**src/rtl/key_event_decoder.sv**
```systemverilog
// Turns a debounced key level into PRESS / RELEASE / LONG / REPEAT events,
// delivered one at a time on a valid/ready port with a sticky drop flag.
module key_event_decoder #(
  parameter int unsigned      WIDTH        = 20,
  parameter logic [WIDTH-1:0] LONG_COUNT   = 20'd500000,
  parameter logic [WIDTH-1:0] REPEAT_COUNT = 20'd100000
) (
  input  logic       iClk,
  input  logic       iRst_n,
  input  logic       iKey,
  input  logic       iEvt_ready,
  input  logic       iOvf_clr,
  output logic       oEvt_valid,
  output logic [1:0] oEvt_code,
  output logic       oHeld,
  output logic       oLong_held,
  output logic       oOverflow
);

  typedef enum logic [1:0] {
    ST_IDLE    = 2'd0,
    ST_PRESSED = 2'd1,
    ST_REPEAT  = 2'd2
  } state_t;

  localparam logic [1:0] EVT_PRESS   = 2'b00;
  localparam logic [1:0] EVT_RELEASE = 2'b01;
  localparam logic [1:0] EVT_LONG    = 2'b10;
  localparam logic [1:0] EVT_REPEAT  = 2'b11;

  localparam logic [WIDTH-1:0] LONG_LAST   = LONG_COUNT - 1'b1;
  localparam logic [WIDTH-1:0] REPEAT_LAST = REPEAT_COUNT - 1'b1;

  state_t           state_q, state_d;
  logic [WIDTH-1:0] cnt_q, cnt_d;
  logic             key_q, key_d;
  logic             evt_valid_q, evt_valid_d;
  logic [1:0]       evt_code_q, evt_code_d;
  logic             ovf_q, ovf_d;

  logic       rise, fall;
  logic       gen;
  logic [1:0] gen_code;

  assign rise  = iKey & ~key_q;
  assign fall  = ~iKey & key_q;
  assign key_d = iKey;

  always_ff @(posedge iClk or negedge iRst_n) begin
    if (!iRst_n) begin
      state_q     <= ST_IDLE;
      cnt_q       <= '0;
      key_q       <= 1'b0;
      evt_valid_q <= 1'b0;
      evt_code_q  <= EVT_PRESS;
      ovf_q       <= 1'b0;
    end else begin
      state_q     <= state_d;
      cnt_q       <= cnt_d;
      key_q       <= key_d;
      evt_valid_q <= evt_valid_d;
      evt_code_q  <= evt_code_d;
      ovf_q       <= ovf_d;
    end
  end

  // Hold tracking: a fall always takes priority over a counter terminal.
  always_comb begin
    state_d  = state_q;
    cnt_d    = cnt_q;
    gen      = 1'b0;
    gen_code = EVT_PRESS;
    case (state_q)
      ST_IDLE: begin
        if (rise) begin
          gen      = 1'b1;
          gen_code = EVT_PRESS;
          cnt_d    = '0;
          state_d  = ST_PRESSED;
        end
      end
      ST_PRESSED: begin
        if (fall) begin
          gen      = 1'b1;
          gen_code = EVT_RELEASE;
          state_d  = ST_IDLE;
        end else if (cnt_q == LONG_LAST) begin
          gen      = 1'b1;
          gen_code = EVT_LONG;
          cnt_d    = '0;
          state_d  = ST_REPEAT;
        end else begin
          cnt_d = cnt_q + 1'b1;
        end
      end
      ST_REPEAT: begin
        if (fall) begin
          gen      = 1'b1;
          gen_code = EVT_RELEASE;
          state_d  = ST_IDLE;
        end else if (cnt_q == REPEAT_LAST) begin
          gen      = 1'b1;
          gen_code = EVT_REPEAT;
          cnt_d    = '0;
        end else begin
          cnt_d = cnt_q + 1'b1;
        end
      end
      default: begin
        state_d = ST_IDLE;
        cnt_d   = '0;
      end
    endcase
  end

  // Single-entry event slot; a new event replaces the pending one only when
  // the pending one is being accepted on the same edge, otherwise it is lost.
  always_comb begin
    evt_valid_d = evt_valid_q;
    evt_code_d  = evt_code_q;
    ovf_d       = ovf_q & ~iOvf_clr;
    if (gen) begin
      if (!evt_valid_q || iEvt_ready) begin
        evt_valid_d = 1'b1;
        evt_code_d  = gen_code;
      end else begin
        ovf_d = 1'b1;
      end
    end else if (evt_valid_q && iEvt_ready) begin
      evt_valid_d = 1'b0;
    end
  end

  assign oEvt_valid = evt_valid_q;
  assign oEvt_code  = evt_code_q;
  assign oHeld      = (state_q != ST_IDLE);
  assign oLong_held = (state_q == ST_REPEAT);
  assign oOverflow  = ovf_q;

endmodule

```
**config.mk**
```make
export PLATFORM = sky130hd
export DESIGN_NAME = key_event_decoder
export DESIGN_NICKNAME = d
export VERILOG_FILES = /design/src/rtl/key_event_decoder.sv
export SDC_FILE = /design/constraint.sdc
export NUM_CORES = 1
export LEC_CHECK = 0
export ABC_AREA = 0
export CAP_MARGIN = 5
export CELL_PAD_IN_SITES_DETAIL_PLACEMENT = 0
export CELL_PAD_IN_SITES_GLOBAL_PLACEMENT = 1
export CORE_AREA = 2 2 62 64
export CTS_BUF_LIST = sky130_fd_sc_hd__clkbuf_4 sky130_fd_sc_hd__clkbuf_8
export DETAILED_ROUTE_END_ITERATION = 6
export DIE_AREA = 0 0 64 66
export PLACE_DENSITY_LB_ADDON = 0.1
export SKIP_CTS_REPAIR_TIMING = 1
export SYNTH_ARGS = -nofsm -noshare
export SYNTH_HDL_FRONTEND = slang
export SYNTH_SLANG_ARGS = --single-unit
```
**constraint.sdc**
```tcl
create_clock -name iClk -period 4.6 [get_ports iClk]
set_input_delay 0.92 -clock iClk [delete_from_list [all_inputs] [get_ports iClk]]
set_output_delay 0.92 -clock iClk [all_outputs]
set_load 0.03 [all_outputs]
```
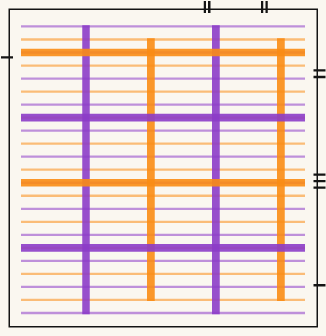
Fig. 1. Supply network (run 1).
Pins as bars on the die edge.
VSS -> purple
VDD -> orange
rows = 22
met1 rails = 23
met5 straps = 4
signal pins = 11
overall die height: 66 µm
Max rail drop VDD: 90.14 µV

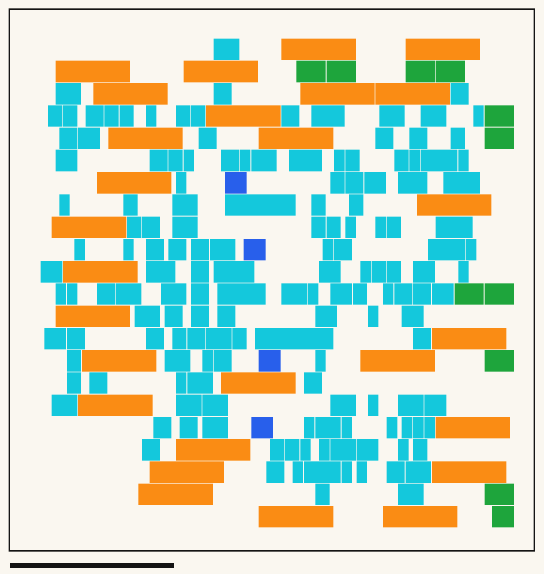
Fig. 2. Cells colored by class (run 1).
Scale bar: 20 µm.
remaining logic cells -> cyan  # cells 154, share of their area 56%
clock drivers and dummy loads -> blue  # cells 4, share of their area 1.6%
registers -> orange  # cells 27, share of their area 37%
remaining buffers and delay cells -> green  # cells 11, share of their area 5.9%
Core Region: 0.003551 mm²
register share of the cell area: 35.79%
Row Count: 22
post-route design area: 0.001888 mm²
Core Util, Final: 53.17%

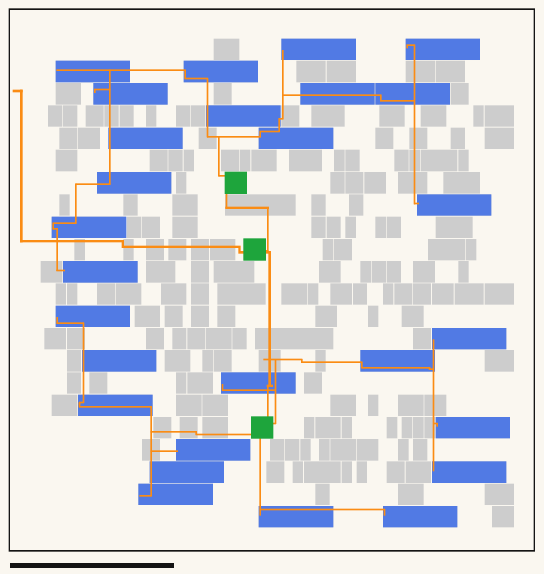
Fig. 3. Routed clock nets over the placement (run 1).
Scale bar: 20 µm.
clock wires -> orange  # length 346 µm
clock-net drivers -> green  # count 3
flip-flops -> blue  # count 27
flops lie = spread over the die
routed clock nets = 4

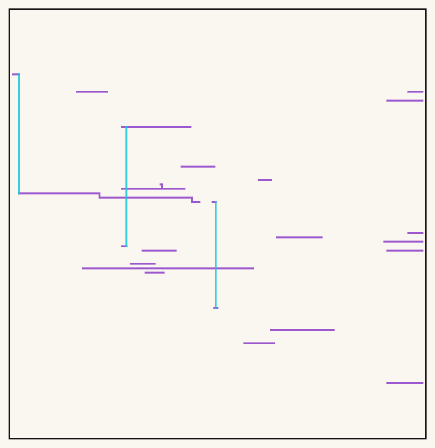
Fig. 4. Routed metal, one color a layer (run 1).
Two of the layers only.
M3 -> purple  # wire length 149 µm
M4 -> cyan  # wire length 53.0 µm

## run 1: cell families (layout without fill, tap and decap cells)
logic type,after synthesis,count (layout),synth area share (%)
mux,2,2,1.308
simple gates,87,87,30.23
fa+ha+maj,5,5,3.634
buf+inv,14,23,3.561
xor+xnor,8,8,4.070
flops,27,27,39.24
compound gates,44,44,17.95
## run 1: routing by layer
metal  wire length (µm)  up-vias  global-route usage [%]
li1                   -      697                       -
met5                  0        -                       0
met3                149        6                   2.896
met2               1868       35                   34.90
met1               1641      721                   24.51
met4                 53        0                   6.522
## run 1: stage by stage
step / worst slack [ps] / hold slack, ps / std cells / power [W]
2_1_floorplan: 2489 / 474.9 / 187 / 0.0004623
3_3_place_gp: 1541 / 492.4 / 240 / 0.0005175
3_5_place_dp: 1457 / 500.1 / 240 / 0.0005234
4_1_cts: 1647 / 533.8 / 244 / 0.0006371
5_1_grt: 1550 / 562.3 / 244 / 0.0006699
6_report: 1645 / 527.5 / 244 / 0.0006275
## run 1: where the power goes
group / internal (W) / total (W) / switching, W
clock network: 0.0000399 / 0.000111 / 0.0000707
logic: 0.0000839 / 0.000247 / 0.000163
registers: 0.000255 / 0.000270 / 0.0000148
## run 1: worst max-delay path, cell delays in order (launching register included)
cell	delay, ps
dfrtp_1	450
inv_1	120
ha_1	390
clkdlybuf4s50_1	740
## run 1: synthesized netlist by cell type (4+ instances only)
cell type / count / area, µm²
dfrtp_1: 27 / 675.7
nand2_1: 24 / 90.09
o21ai_0: 11 / 55.05
a21oi_1: 9 / 45.04
inv_1: 8 / 30.03
nor2_2: 8 / 50.05
xor2_1: 7 / 61.31
nand3_1: 6 / 30.03
nor2_1: 6 / 22.52
or3_1: 6 / 37.54
and3_1: 5 / 31.28
ha_1: 5 / 62.56
nand4_1: 5 / 31.28
clkbuf_1: 4 / 15.01
nand2b_1: 4 / 25.02
o211ai_1: 4 / 30.03
## run 1: worst paths after layout
kind,slack (ps),from,endpoint,depth (start not counted)
setup / recovery,1640,state_q[0],oLong_held,3
hold / removal,530,oEvt_code[0],oEvt_code[0],1
setup reg to reg,1840,state_q[0],cnt_q[13],7
hold reg to reg,530,oEvt_code[0],oEvt_code[0],1
max in group asynchronous,3390,iRst_n,cnt_q[9],2
min in group asynchronous,950,iRst_n,cnt_q[3],2
## run 1: registers in the layout, indices dropped and copies added (netlist names)
signal,cells
cnt_q,20
oEvt_code,2
state_q,2
key_q,1
oEvt_valid,1
oOverflow,1
## run 1: layout make-up
class                      instances  area [µm²]  share of cell area, %
timing repair buffer              11       107.6                  5.699
sequential                        27       675.6                  35.79
multi-input combinational        146       984.7                  52.15
clock buffer                       4       30.03                  1.590
inverter                           8       30.03                  1.590
tap                               48       60.06                  3.181
==> flow_summary.html, run 1 <==
<p>Metrics extracted from the flow reports.</p>
<table>
<tr><th>Metric</th><th>Value</th></tr>
<tr><th colspan="2">Clock tree</th></tr>
<tr><td>H-tree levels</td><td>1</td></tr>
<tr><td>Total clock sinks</td><td>27</td></tr>
<tr><td>Cell at the root of the clock tree</td><td>clkbuf_4</td></tr>
<tr><td>Max Buffers Root-to-Sink</td><td>2</td></tr>
<tr><td>Insertion delay at the late pin of the worst-skew pair</td><td>330 ps</td></tr>
<tr><td>Clock-pin slew on the worst setup and hold paths</td><td>150 ps</td></tr>
<tr><td>Clock tree from TritonCTS</td><td>built</td></tr>
<tr><td>Number of buffers added by the clock tree synthesis step</td><td>3</td></tr>
<tr><th colspan="2">STA</th></tr>
<tr><td>Slew HR</td><td>38.17%</td></tr>
<tr><td>Post-layout minimum cycle time</td><td>2955 ps</td></tr>
<tr><td>Final number of setup-violating endpoints</td><td>0</td></tr>
<tr><td>Worst Skew</td><td>5.296 ps</td></tr>
<tr><td>Setup Total Neg Slack</td><td>0 ps</td></tr>
<tr><td>Least-Margin Pin Slew</td><td>927.4 ps</td></tr>
<tr><td>Max Freq</td><td>338.4 MHz</td></tr>
<tr><td>Setup repair after global routing missed its margin</td><td>no</td></tr>
<tr><td>Number of pins with negative max-slew slack in the final report</td><td>0</td></tr>
<tr><td>Count of final hold-check violations</td><td>0</td></tr>
<tr><td>Post-route fraction of the period consumed by the critical path</td><td>64.25%</td></tr>
<tr><th colspan="2">Synthesis</th></tr>
<tr><td>Registers, synthesis</td><td>27</td></tr>
<tr><td>Summed instance area of the synthesized netlist</td><td>0.001722 mm²</td></tr>
<tr><td>Count of library flops with an enable pin</td><td>0</td></tr>
<tr><td>Dominant synthesized flop cell</td><td>dfrtp_1</td></tr>
<tr><td>Syn Nets</td><td>197</td></tr>
<tr><td>Summed standard-cell area reported by yosys</td><td>0.001722 mm²</td></tr>
<tr><td>Synthesized area divided by synthesized cell count</td><td>9.207 µm²</td></tr>
<tr><td>Sequential cell area fraction in the yosys report</td><td>39.24%</td></tr>
<tr><td>Async set-reset flop share out of synthesis</td><td>100.0%</td></tr>
<tr><td>Synth unique cells</td><td>48</td></tr>
<tr><td>Number of standard cells reported by yosys</td><td>187</td></tr>
<tr><td>Yosys Warn Count</td><td>0</td></tr>
<tr><td>Instance tally after logic synthesis</td><td>187</td></tr>
<tr><th colspan="2">Placed design</th></tr>
<tr><td>Last weighted congestion value of the routability-driven placer</td><td>0.7657</td></tr>
<tr><td>Number of buffer cells added on primary ports</td><td>10</td></tr>
<tr><td>Post-DP HPWL</td><td>2.748 mm</td></tr>
<tr><td>Area after detailed placement</td><td>0.001858 mm²</td></tr>
<tr><th colspan="2">Critical path</th></tr>
<tr><td>Crit path DAT</td><td>2040 ps</td></tr>
<tr><td>Required time worst endpoint</td><td>3680 ps</td></tr>
<tr><td>Kind of end point of the critical path</td><td>output pin</td></tr>
<tr><td>Max FO, Critical Path</td><td>12</td></tr>
<tr><td>Start-to-end type of the worst setup path</td><td>reg -&gt; out</td></tr>
<tr><td>Type of element launching the critical path</td><td>register</td></tr>
<tr><th colspan="2">Job</th></tr>
<tr><td>OpenROAD warning count</td><td>29</td></tr>
<tr><td>Max_cap viols</td><td>0</td></tr>
<tr><th colspan="2">Global route</th></tr>
<tr><td>All-Layer GR Usage</td><td>19.69%</td></tr>
<tr><td>Initial antenna violation count</td><td>0</td></tr>
<tr><td>Number of global-route vias before repair</td><td>1455</td></tr>
<tr><td>Pin count of the biggest net entering global routing</td><td>28</td></tr>
<tr><td>Total congestion overflow</td><td>0</td></tr>
<tr><td>Global-route wire length before repair</td><td>6.603 mm</td></tr>
<tr><th colspan="2">Status</th></tr>
<tr><td>Status</td><td>finished clean</td></tr>
<tr><th colspan="2">Floorplanning</th></tr>
<tr><td>Total die size</td><td>0.004224 mm²</td></tr>
<tr><td>IO Pins</td><td>11</td></tr>
<tr><td>Initial Util</td><td>48.48%</td></tr>
<tr><td>Chip width</td><td>64 µm</td></tr>
<tr><th colspan="2">Layout</th></tr>
<tr><td>Share of final-layout standard cells stronger than drive strength 1</td><td>12.76%</td></tr>
<tr><td>Number of filler cells placed in the layout</td><td>355</td></tr>
<tr><td>Area added between synthesis and finish</td><td>9.666%</td></tr>
<tr><td>Layout Nets</td><td>207</td></tr>
<tr><td>Highest-count logic cell in the final layout</td><td>dfrtp_1</td></tr>
<tr><td>Highest-count cells in the layout ignoring fill and taps</td><td>dfrtp_1 (27), nand2_1 (24), o21ai_0 (11)</td></tr>
<tr><td>Antenna Diode Count</td><td>0</td></tr>
<tr><th colspan="2">Routing</th></tr>
<tr><td>Remaining DRCs</td><td>0</td></tr>
<tr><td>Vias per cell</td><td>5.980</td></tr>
<tr><td>Number of iterations in the first detailed-routing pass</td><td>4</td></tr>
<tr><td>Mean routed wirelength per cell</td><td>15.22 µm</td></tr>
<tr><td>Wire length after detailed routing</td><td>3.713 mm</td></tr>
<tr><td>Count of nets left with antenna violations after detail routing</td><td>0</td></tr>
<tr><td>DR iter-0 viols</td><td>87</td></tr>
<tr><td>Number of vias after detailed routing</td><td>1459</td></tr>
<tr><th colspan="2">Power</th></tr>
<tr><td>Static leakage</td><td>0.7343 nW</td></tr>
<tr><td>Power per Cell Area</td><td>332.4 mW/mm²</td></tr>
<tr><th colspan="2">Worst hold path</th></tr>
<tr><td>Class of the worst hold path</td><td>reg -&gt; reg</td></tr>
</table>
Fig. 5: run 1, clock nets
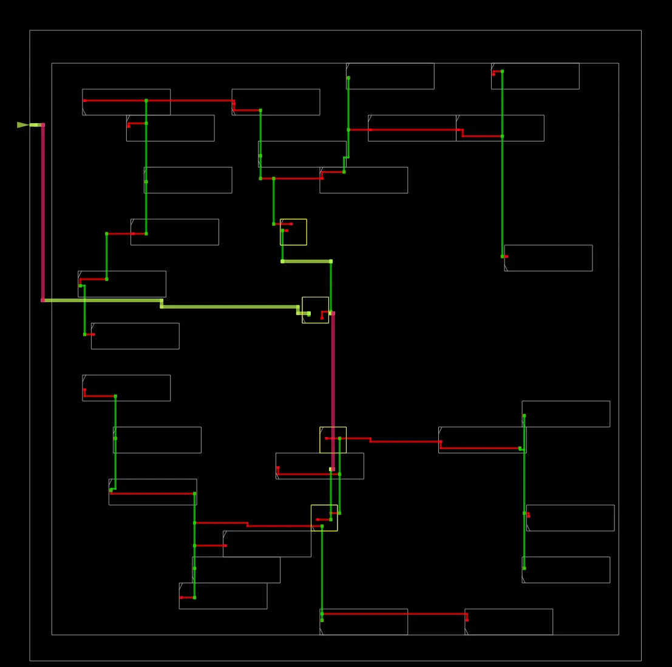

==> inputs of run 2 (changes only) <==
Settings changed: CORE_AREA 2 2 62 64 to 2 2 67 69, DIE_AREA 0 0 64 66 to 0 0 69 71.
Clock period 4.6 ns to 2.6 ns, I/O delays scaled along.
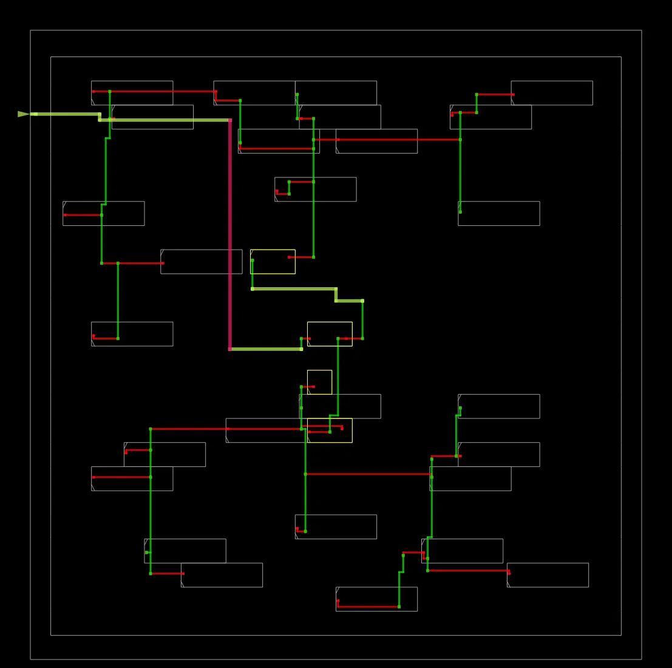
Fig. 6. Clock nets (run 2).
total clock sinks: 27
clock network power consumption: 0.000251 W
Worst Skew: 1.602 ps
layout clock buffer count: 4
sequential cell count of the final layout: 27

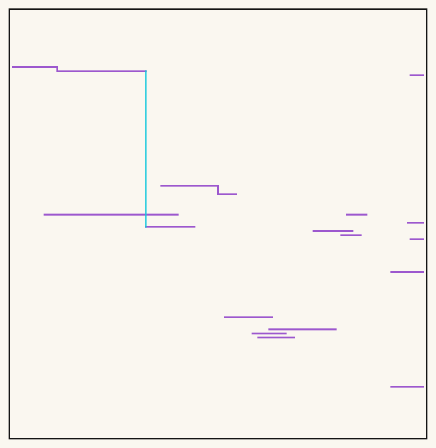
Fig. 7. Routed metal, one color a layer (run 2).
Two of the layers only.
M3 -> purple  # wire length 127 µm
M4 -> cyan  # wire length 25.8 µm
mean routed wirelength per cell: 15.30 µm
All-Layer GR Usage: 17.36%
wire length after detailed routing: 3.885 mm
number of vias after detailed routing: 1429

==> flow_summary.html, run 2 <==
<p>Metrics extracted from the flow reports.</p>
<table>
<tr><th>Metric</th><th>Value</th></tr>
<tr><th colspan="2">Job</th></tr>
<tr><td>OpenROAD warning count</td><td>29 (unchanged)</td></tr>
<tr><td>Max_cap viols</td><td>0 (unchanged)</td></tr>
<tr><th colspan="2">Clock tree</th></tr>
<tr><td>Max Buffers Root-to-Sink</td><td>2 (unchanged)</td></tr>
<tr><td>Number of buffers added by the clock tree synthesis step</td><td>3 (unchanged)</td></tr>
<tr><td>H-tree levels</td><td>1 (unchanged)</td></tr>
<tr><td>Clock-pin slew on the worst setup and hold paths</td><td>90 ps (-60 ps)</td></tr>
<tr><td>Insertion delay at the late pin of the worst-skew pair</td><td>270 ps (-60 ps)</td></tr>
<tr><td>Cell at the root of the clock tree</td><td>clkbuf_8</td></tr>
<tr><td>Clock tree from TritonCTS</td><td>built</td></tr>
<tr><th colspan="2">Floorplanning</th></tr>
<tr><td>IO Pins</td><td>11 (unchanged)</td></tr>
<tr><td>Overall die height</td><td>71 µm (+7.6%)</td></tr>
<tr><td>Core Region</td><td>0.004204 mm² (+18%)</td></tr>
<tr><td>Initial Util</td><td>40.95% (-7.5 points)</td></tr>
<tr><td>Chip width</td><td>69 µm (+7.8%)</td></tr>
<tr><td>Row Count</td><td>24 (+9.1%)</td></tr>
<tr><td>Total die size</td><td>0.004899 mm² (+16%)</td></tr>
<tr><th colspan="2">Critical path</th></tr>
<tr><td>Crit path DAT</td><td>1850 ps (-190 ps)</td></tr>
<tr><td>Kind of end point of the critical path</td><td>output pin</td></tr>
<tr><td>Ordered cell list for the critical path</td><td>inv_1 -&gt; ha_1 -&gt; buf_4 -&gt; clkdlybuf4s50_1</td></tr>
<tr><td>Largest incremental delay on the critical path</td><td>680 ps (-60 ps)</td></tr>
<tr><td>Max FO, Critical Path</td><td>11 (-1)</td></tr>
<tr><td>Buffering stage count on the worst path with inverters included</td><td>3 (+1)</td></tr>
<tr><td>CP delay by family, top</td><td>buffers and inverters</td></tr>
<tr><td>Cell at the slowest stage of the critical path</td><td>clkdlybuf4s50_1</td></tr>
<tr><td>Start-to-end type of the worst setup path</td><td>reg -&gt; out</td></tr>
<tr><td>Required time worst endpoint</td><td>2080 ps (-1600 ps)</td></tr>
<tr><td>Type of element launching the critical path</td><td>register</td></tr>
<tr><th colspan="2">Synthesis</th></tr>
<tr><td>Top cells by area</td><td>dfrtp_1 (39%), nand2_1 (5.2%), ha_1 (3.6%)</td></tr>
<tr><td>Synthesized area divided by synthesized cell count</td><td>9.207 µm² (unchanged)</td></tr>
<tr><td>Number of standard cells reported by yosys</td><td>187 (unchanged)</td></tr>
<tr><td>Yosys Warn Count</td><td>0 (unchanged)</td></tr>
<tr><td>Synth unique cells</td><td>48 (unchanged)</td></tr>
<tr><td>Summed instance area of the synthesized netlist</td><td>0.001722 mm² (unchanged)</td></tr>
<tr><td>Area share of the leading cell type in the synthesized netlist</td><td>39.24% (unchanged)</td></tr>
<tr><td>Instance tally after logic synthesis</td><td>187 (unchanged)</td></tr>
<tr><td>Count of library flops with an enable pin</td><td>0 (unchanged)</td></tr>
<tr><td>Biggest area consumer among synthesized cells</td><td>dfrtp_1</td></tr>
<tr><td>Async set-reset flop share out of synthesis</td><td>100.0% (unchanged)</td></tr>
<tr><td>Syn Nets</td><td>197 (unchanged)</td></tr>
<tr><td>Summed standard-cell area reported by yosys</td><td>0.001722 mm² (unchanged)</td></tr>
<tr><td>Sequential cell area fraction in the yosys report</td><td>39.24% (unchanged)</td></tr>
<tr><td>Commonest cells in the netlist</td><td>dfrtp_1 (27), nand2_1 (24), o21ai_0 (11), a21oi_1 (9)</td></tr>
<tr><td>Registers, synthesis</td><td>27 (unchanged)</td></tr>
<tr><td>Most common cell in the synthesized netlist</td><td>dfrtp_1</td></tr>
<tr><td>Dominant synthesized flop cell</td><td>dfrtp_1</td></tr>
<tr><th colspan="2">Routing</th></tr>
<tr><td>Number of iterations in the first detailed-routing pass</td><td>4 (unchanged)</td></tr>
<tr><td>Vias per cell</td><td>5.626 (-5.9%)</td></tr>
<tr><td>Remaining DRCs</td><td>0 (unchanged)</td></tr>
<tr><td>Count of nets left with antenna violations after detail routing</td><td>0 (unchanged)</td></tr>
<tr><td>DR iter-0 viols</td><td>60 (-31%)</td></tr>
<tr><th colspan="2">STA</th></tr>
<tr><td>Hold WS</td><td>513.7 ps (-13.87 ps)</td></tr>
<tr><td>Number of pins with negative max-slew slack in the final report</td><td>0 (unchanged)</td></tr>
<tr><td>Post-layout minimum cycle time</td><td>2373 ps</td></tr>
<tr><td>Post-route fraction of the period consumed by the critical path</td><td>91.25%</td></tr>
<tr><td>Final number of setup-violating endpoints</td><td>0 (unchanged)</td></tr>
<tr><td>Least-Margin Pin Slew</td><td>529.2 ps (-398.1 ps)</td></tr>
<tr><td>Setup repair after global routing missed its margin</td><td>no</td></tr>
<tr><td>Slew HR</td><td>64.64% (+26 points)</td></tr>
<tr><td>Setup Total Neg Slack</td><td>0 ps (unchanged)</td></tr>
<tr><td>Count of final hold-check violations</td><td>0 (unchanged)</td></tr>
<tr><td>Max Freq</td><td>421.5 MHz</td></tr>
<tr><th colspan="2">Global route</th></tr>
<tr><td>Initial antenna violation count</td><td>0 (unchanged)</td></tr>
<tr><td>Pin count of the biggest net entering global routing</td><td>28 (unchanged)</td></tr>
<tr><td>Global-route wire length before repair</td><td>7.079 mm (+7.2%)</td></tr>
<tr><td>Number of global-route vias before repair</td><td>1491 (+2.5%)</td></tr>
<tr><td>Total congestion overflow</td><td>0 (unchanged)</td></tr>
<tr><th colspan="2">Power</th></tr>
<tr><td>Static leakage</td><td>0.7717 nW (+5.1%)</td></tr>
<tr><td>Max rail drop VDD</td><td>214.0 µV (+140%)</td></tr>
<tr><td>Power per Cell Area</td><td>614.7 mW/mm² (+85%)</td></tr>
<tr><th colspan="2">Layout</th></tr>
<tr><td>Area added between synthesis and finish</td><td>13.66%</td></tr>
<tr><td>Register containing the most flip-flops in the final layout</td><td>cnt_q</td></tr>
<tr><td>Share of final-layout standard cells stronger than drive strength 1</td><td>15.35% (+2.6 points)</td></tr>
<tr><td>Number of filler cells placed in the layout</td><td>400 (+13%)</td></tr>
<tr><td>Logic area</td><td>984.7 µm² (unchanged)</td></tr>
<tr><td>Sequential cell area</td><td>675.6 µm² (unchanged)</td></tr>
<tr><td>Highest-count logic cell in the final layout</td><td>dfrtp_1</td></tr>
<tr><td>Highest-count cells in the layout ignoring fill and taps</td><td>dfrtp_1 (27), nand2_1 (24), o21ai_0 (11)</td></tr>
<tr><td>Antenna Diode Count</td><td>0 (unchanged)</td></tr>
<tr><td>Max reg flops</td><td>20 (unchanged)</td></tr>
<tr><td>Layout Nets</td><td>213 (+2.9%)</td></tr>
<tr><th colspan="2">Placed design</th></tr>
<tr><td>Post-DP HPWL</td><td>2.863 mm (+4.2%)</td></tr>
<tr><td>Last weighted congestion value of the routability-driven placer</td><td>0.8261 (+7.9%)</td></tr>
<tr><td>Number of buffer cells added on primary ports</td><td>10 (unchanged)</td></tr>
<tr><th colspan="2">Worst hold path</th></tr>
<tr><td>Class of the worst hold path</td><td>reg -&gt; reg</td></tr>
<tr><th colspan="2">Status</th></tr>
<tr><td>Status</td><td>finished clean</td></tr>
</table>
## run 2: netlist changes by cell type in the layout (fill, tap and decap cells not counted), sizes merged
cell	before	now
buf	1	7
## run 2: metal layers
layer  global-route usage [%]  wire [µm]
met3                    2.849        127
met2                    30.45       1913
met4                    4.357         25
met1                    22.43       1819
met5                        0          0
## run 2: kinds of logic after synthesis
kind of cell,synth area share (%)
and+or+nand+nor,30.23
AOI/OAI and AO/OA,17.95
DFF,39.24
buffers and inverters,3.561
xor gates and xnor gates,4.070
adders and majority gates,3.634
muxes,1.308
## run 2: stage by stage
stage | utilization, % | cell area [µm²] | total power [W] | cells | worst slack (ps)
finish | 46.55 | 1957 | 0.001203 | 254 | 227.5
global route | 46.55 | 1957 | 0.001279 | 254 | 51.64
CTS | 46.55 | 1957 | 0.001209 | 254 | 223.7
detailed placement | 45.39 | 1908 | 0.0009573 | 250 | 219.8
global placement | 45.39 | 1908 | 0.0009502 | 250 | 270.7
floorplan | - | 1722 | 0.0008179 | 187 | 489.2
## run 2: worst register-to-register path: cells and delay by family, from the launching register on
kind	cells	cell delay, ps
simple gates	2	610
flops	1	400
buf+inv	2	330
fa+ha+maj	1	290
compound gates	3	580
## run 2: area by class of cell
| cell class | instances | area share, % |
|---|---|---|
| Clock buffer | 4 | 2.494 |
| Timing Repair Buffer | 17 | 7.800 |
| Inverter | 8 | 1.535 |
| Multi-Input combinational cell | 146 | 50.32 |
| Sequential cell | 27 | 34.53 |
| Tap cell | 52 | 3.325 |
## run 2: final timing paths
kind,startpoint,end,slack (ps),depth (start not counted)
max,state_q[0],oLong_held,230,4
max reg2reg,state_q[1],cnt_q[13],320,8
min in group asynchronous,iRst_n,cnt_q[2],620,2
max in group asynchronous,iRst_n,cnt_q[8],1720,2
min reg2reg,oEvt_code[0],oEvt_code[0],510,1
min,oEvt_code[0],oEvt_code[0],510,1
## run 2: power by group
group | internal, W | switching, W
sequential | 0.000451 | 0.0000247
clock | 0.000120 | 0.000131
combinational | 0.000171 | 0.000306
==> inputs of run 3 (changes only) <==
Settings changed: SKIP_LAST_GASP set to 1.
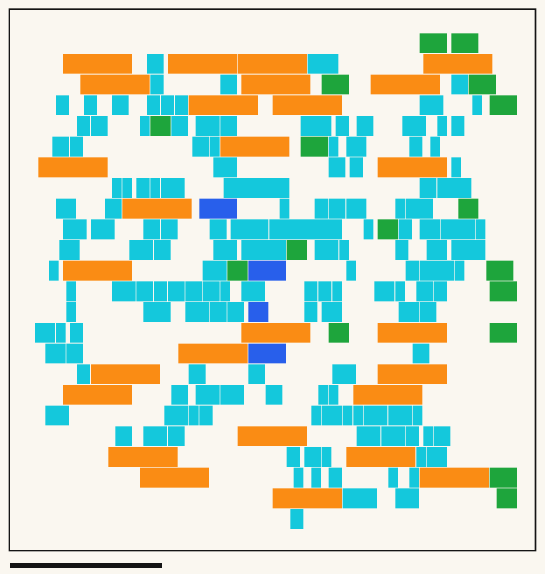
Fig. 8. Cells colored by class (run 3).
Scale bar: 20 µm.
registers -> orange  # cells 27, share of their area 36%
clock drivers and dummy loads -> blue  # cells 4, share of their area 2.6%
remaining logic cells -> cyan  # cells 154, share of their area 54%
remaining buffers and delay cells -> green  # cells 17, share of their area 8.1%

==> flow_summary.html, run 3 <==
<p>Metrics extracted from the flow reports.</p>
<table>
<tr><th>Metric</th><th>Value</th></tr>
<tr><th colspan="2">Clock tree</th></tr>
<tr><td>H-tree levels</td><td>1 (unchanged)</td></tr>
<tr><td>Max Buffers Root-to-Sink</td><td>2 (unchanged)</td></tr>
<tr><td>Number of buffers added by the clock tree synthesis step</td><td>3 (unchanged)</td></tr>
<tr><td>Cell at the root of the clock tree</td><td>clkbuf_8</td></tr>
<tr><td>Clock-pin slew on the worst setup and hold paths</td><td>90 ps (about the same)</td></tr>
<tr><td>Total clock sinks</td><td>27 (unchanged)</td></tr>
<tr><td>Clock tree from TritonCTS</td><td>built</td></tr>
<tr><th colspan="2">Routing</th></tr>
<tr><td>Mean routed wirelength per cell</td><td>15.30 µm (unchanged)</td></tr>
<tr><td>Vias per cell</td><td>5.626 (unchanged)</td></tr>
<tr><td>Count of nets left with antenna violations after detail routing</td><td>0 (unchanged)</td></tr>
<tr><td>Number of iterations in the first detailed-routing pass</td><td>4 (unchanged)</td></tr>
<tr><td>Number of vias after detailed routing</td><td>1429 (unchanged)</td></tr>
<tr><td>DR iter-0 viols</td><td>60 (unchanged)</td></tr>
<tr><td>Remaining DRCs</td><td>0 (unchanged)</td></tr>
<tr><td>Wire length after detailed routing</td><td>3.885 mm (unchanged)</td></tr>
<tr><th colspan="2">Job</th></tr>
<tr><td>Max_cap viols</td><td>0 (unchanged)</td></tr>
<tr><td>OpenROAD warning count</td><td>29 (unchanged)</td></tr>
<tr><th colspan="2">Synthesis</th></tr>
<tr><td>Instance tally after logic synthesis</td><td>187 (unchanged)</td></tr>
<tr><td>Biggest area consumer among synthesized cells</td><td>dfrtp_1</td></tr>
<tr><td>Commonest cells in the netlist</td><td>dfrtp_1 (27), nand2_1 (24), o21ai_0 (11), a21oi_1 (9)</td></tr>
<tr><td>Top cells by area</td><td>dfrtp_1 (39%), nand2_1 (5.2%), ha_1 (3.6%)</td></tr>
<tr><td>Registers, synthesis</td><td>27 (unchanged)</td></tr>
<tr><td>Dominant synthesized flop cell</td><td>dfrtp_1</td></tr>
<tr><td>Most common cell in the synthesized netlist</td><td>dfrtp_1</td></tr>
<tr><td>Async set-reset flop share out of synthesis</td><td>100.0% (unchanged)</td></tr>
<tr><td>Syn Nets</td><td>197 (unchanged)</td></tr>
<tr><td>Synthesized area divided by synthesized cell count</td><td>9.207 µm² (unchanged)</td></tr>
<tr><td>Count of library flops with an enable pin</td><td>0 (unchanged)</td></tr>
<tr><td>Yosys Warn Count</td><td>0 (unchanged)</td></tr>
<tr><td>Summed standard-cell area reported by yosys</td><td>0.001722 mm² (unchanged)</td></tr>
<tr><td>XOR Share, Synth</td><td>4.070% (unchanged)</td></tr>
<tr><td>Summed instance area of the synthesized netlist</td><td>0.001722 mm² (unchanged)</td></tr>
<tr><td>Area share of the leading cell type in the synthesized netlist</td><td>39.24% (unchanged)</td></tr>
<tr><td>Synth unique cells</td><td>48 (unchanged)</td></tr>
<tr><td>Sequential cell area fraction in the yosys report</td><td>39.24% (unchanged)</td></tr>
<tr><td>Synth Area in Adders</td><td>3.634% (unchanged)</td></tr>
<tr><td>Ao+oa area frac</td><td>17.95% (unchanged)</td></tr>
<tr><td>Comb area leader</td><td>simple AND/OR/NAND/NOR gates</td></tr>
<tr><td>Number of standard cells reported by yosys</td><td>187 (unchanged)</td></tr>
<tr><td>Simple-Gate Area Share</td><td>30.23% (unchanged)</td></tr>
<tr><td>Fraction of synthesized area in multiplexers</td><td>1.308% (unchanged)</td></tr>
<tr><th colspan="2">Critical path</th></tr>
<tr><td>Crit path DAT</td><td>1850 ps (about the same)</td></tr>
<tr><td>Required time worst endpoint</td><td>2080 ps (about the same)</td></tr>
<tr><td>Kind of end point of the critical path</td><td>output pin</td></tr>
<tr><td>Startpoint of the lowest-slack register-to-register path</td><td>state_q[1]</td></tr>
<tr><td>Start-to-end type of the worst setup path</td><td>reg -&gt; out</td></tr>
<tr><td>CP Launch Point</td><td>state_q[0]</td></tr>
<tr><td>Max FO, Critical Path</td><td>11 (unchanged)</td></tr>
<tr><td>Type of element launching the critical path</td><td>register</td></tr>
<tr><th colspan="2">Power</th></tr>
<tr><td>Max rail drop VDD</td><td>214.0 µV (unchanged)</td></tr>
<tr><td>Power per Cell Area</td><td>614.7 mW/mm² (unchanged)</td></tr>
<tr><td>Static leakage</td><td>0.7717 nW (unchanged)</td></tr>
<tr><th colspan="2">Floorplanning</th></tr>
<tr><td>Chip width</td><td>69 µm (unchanged)</td></tr>
<tr><td>IO Pins</td><td>11 (unchanged)</td></tr>
<tr><td>Core Region</td><td>0.004204 mm² (unchanged)</td></tr>
<tr><td>Row Count</td><td>24 (unchanged)</td></tr>
<tr><td>Total die size</td><td>0.004899 mm² (unchanged)</td></tr>
<tr><td>Initial Util</td><td>40.95% (unchanged)</td></tr>
<tr><td>Overall die height</td><td>71 µm (unchanged)</td></tr>
<tr><th colspan="2">STA</th></tr>
<tr><td>Worst Skew</td><td>1.602 ps (unchanged)</td></tr>
<tr><td>Post-route worst setup slack</td><td>227.5 ps (unchanged)</td></tr>
<tr><td>Post-route fraction of the period consumed by the critical path</td><td>91.25% (unchanged)</td></tr>
<tr><td>Number of pins with negative max-slew slack in the final report</td><td>0 (unchanged)</td></tr>
<tr><td>Final number of setup-violating endpoints</td><td>0 (unchanged)</td></tr>
<tr><td>Max Freq</td><td>421.5 MHz (unchanged)</td></tr>
<tr><td>Setup Total Neg Slack</td><td>0 ps (unchanged)</td></tr>
<tr><td>Slew HR</td><td>64.64% (unchanged)</td></tr>
<tr><td>Setup repair after global routing missed its margin</td><td>no</td></tr>
<tr><td>Post-layout minimum cycle time</td><td>2373 ps (unchanged)</td></tr>
<tr><td>Least-Margin Pin Slew</td><td>529.2 ps (unchanged)</td></tr>
<tr><td>Count of final hold-check violations</td><td>0 (unchanged)</td></tr>
<tr><th colspan="2">Global route</th></tr>
<tr><td>Global-route wire length before repair</td><td>7.079 mm (unchanged)</td></tr>
<tr><td>Global route hottest layer</td><td>met2</td></tr>
<tr><td>Met3 routing resource usage after global routing</td><td>2.849% (unchanged)</td></tr>
<tr><td>Initial antenna violation count</td><td>0 (unchanged)</td></tr>
<tr><td>Total congestion overflow</td><td>0 (unchanged)</td></tr>
<tr><td>Number of global-route vias before repair</td><td>1491 (unchanged)</td></tr>
<tr><td>Pin count of the biggest net entering global routing</td><td>28 (unchanged)</td></tr>
<tr><td>Global routing met1 resource utilization</td><td>22.43% (unchanged)</td></tr>
<tr><td>All-Layer GR Usage</td><td>17.36% (unchanged)</td></tr>
<tr><td>Grt met2 use</td><td>30.45% (unchanged)</td></tr>
<tr><th colspan="2">Layout</th></tr>
<tr><td>Area added between synthesis and finish</td><td>13.66% (unchanged)</td></tr>
<tr><td>Number of filler cells placed in the layout</td><td>400 (unchanged)</td></tr>
<tr><td>Core Util, Final</td><td>46.55% (unchanged)</td></tr>
<tr><td>Antenna Diode Count</td><td>0 (unchanged)</td></tr>
<tr><td>Highest-count cells in the layout ignoring fill and taps</td><td>dfrtp_1 (27), nand2_1 (24), o21ai_0 (11)</td></tr>
<tr><td>Register containing the most flip-flops in the final layout</td><td>cnt_q</td></tr>
<tr><td>Logic area</td><td>984.7 µm² (unchanged)</td></tr>
<tr><td>Highest-count logic cell in the final layout</td><td>dfrtp_1</td></tr>
<tr><td>Max reg flops</td><td>20 (unchanged)</td></tr>
<tr><td>Sequential cell area</td><td>675.6 µm² (unchanged)</td></tr>
<tr><td>Share of final-layout standard cells stronger than drive strength 1</td><td>15.35% (unchanged)</td></tr>
<tr><td>Layout Nets</td><td>213 (unchanged)</td></tr>
<tr><th colspan="2">Placed design</th></tr>
<tr><td>Last weighted congestion value of the routability-driven placer</td><td>0.8261 (unchanged)</td></tr>
<tr><td>Number of buffer cells added on primary ports</td><td>10 (unchanged)</td></tr>
<tr><td>Post-DP HPWL</td><td>2.863 mm (unchanged)</td></tr>
<tr><td>Setup WS pre-CTS</td><td>219.8 ps (unchanged)</td></tr>
<tr><th colspan="2">Worst hold path</th></tr>
<tr><td>Class of the worst hold path</td><td>reg -&gt; reg</td></tr>
<tr><td>Hold Path Origin</td><td>oEvt_code[0]</td></tr>
<tr><th colspan="2">Status</th></tr>
<tr><td>Status</td><td>finished clean</td></tr>
</table>
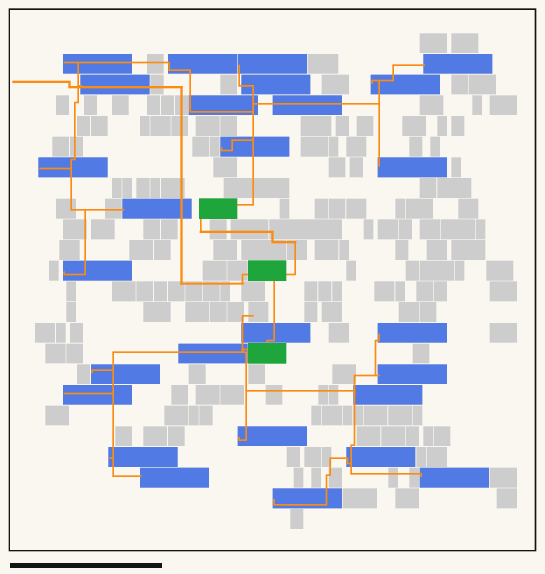
Fig. 9. Routed clock nets over the placement (run 3).
Scale bar: 20 µm.
clock wires -> orange  # length 373 µm
clock-net drivers -> green  # count 3
flip-flops -> blue  # count 27
routed clock nets = 4
insertion delay at the late pin of the worst-skew pair: 270 ps
Clock power frac: 20.9%

run 3: cell counts in the layout (fill, tap and decap cells not counted):
No cell type changed its count.
run 3: routing by layer:
metal  routed length (µm)  part of all wire [%]  vias up
met5                    0                     0        -
met1                 1819                    47      696
li1                     -                     -      705
met4                   25                  0.64        0
met2                 1913                    49       26
met3                  127                   3.3        2
run 3: cell type report:
| type | instances | area share, % |
|---|---|---|
| clock buffers | 4 | 2.494 |
| inverters | 8 | 1.535 |
| multi-input cells | 146 | 50.32 |
| flip-flops and latches | 27 | 34.53 |
| well taps | 52 | 3.325 |
| repair buffers | 17 | 7.800 |
run 3: final timing paths:
kind,end,slack [ps],cells after the start
setup / recovery,oLong_held,230,4
hold / removal,oEvt_code[0],510,1
setup reg to reg,cnt_q[13],320,8
hold reg to reg,oEvt_code[0],510,1
max in group asynchronous,cnt_q[8],1720,2
min in group asynchronous,cnt_q[2],620,2
run 3: per-stage QoR:
stage	cells	total power [W]	cell area [µm²]	hold slack, ps
6_report	254	0.001203	1957	513.7
5_1_grt	254	0.001279	1957	549.8
4_1_cts	254	0.001209	1957	519.1
3_5_place_dp	250	0.0009573	1908	497.3
3_3_place_gp	250	0.0009502	1908	491.4
2_1_floorplan	187	0.0008179	1722	224.4
run 3: logic make-up after synthesis:
| logic type | Yosys count |
|---|---|
| flops | 27 |
| compound gates | 44 |
| simple gates | 87 |
| buf+inv | 14 |
| fa+ha+maj | 5 |
| mux | 2 |
| xor+xnor | 8 |
run 3: critical path, cell delays in order, from the launching register on:
cell and delay, ps:
dfrtp_1 430, inv_1 120, ha_1 180, buf_4 180
clkdlybuf4s50_1 680
run 3: report_power, final:
| group | total [W] | internal, W | switching, W |
|---|---|---|---|
| logic | 0.000476 | 0.000171 | 0.000306 |
| registers | 0.000475 | 0.000451 | 0.0000247 |
| clock network | 0.000251 | 0.000120 | 0.000131 |
| total | 0.00120 | 0.000742 | 0.000461 |
Power figures rest on the tool's default switching activity, not on a simulated workload.
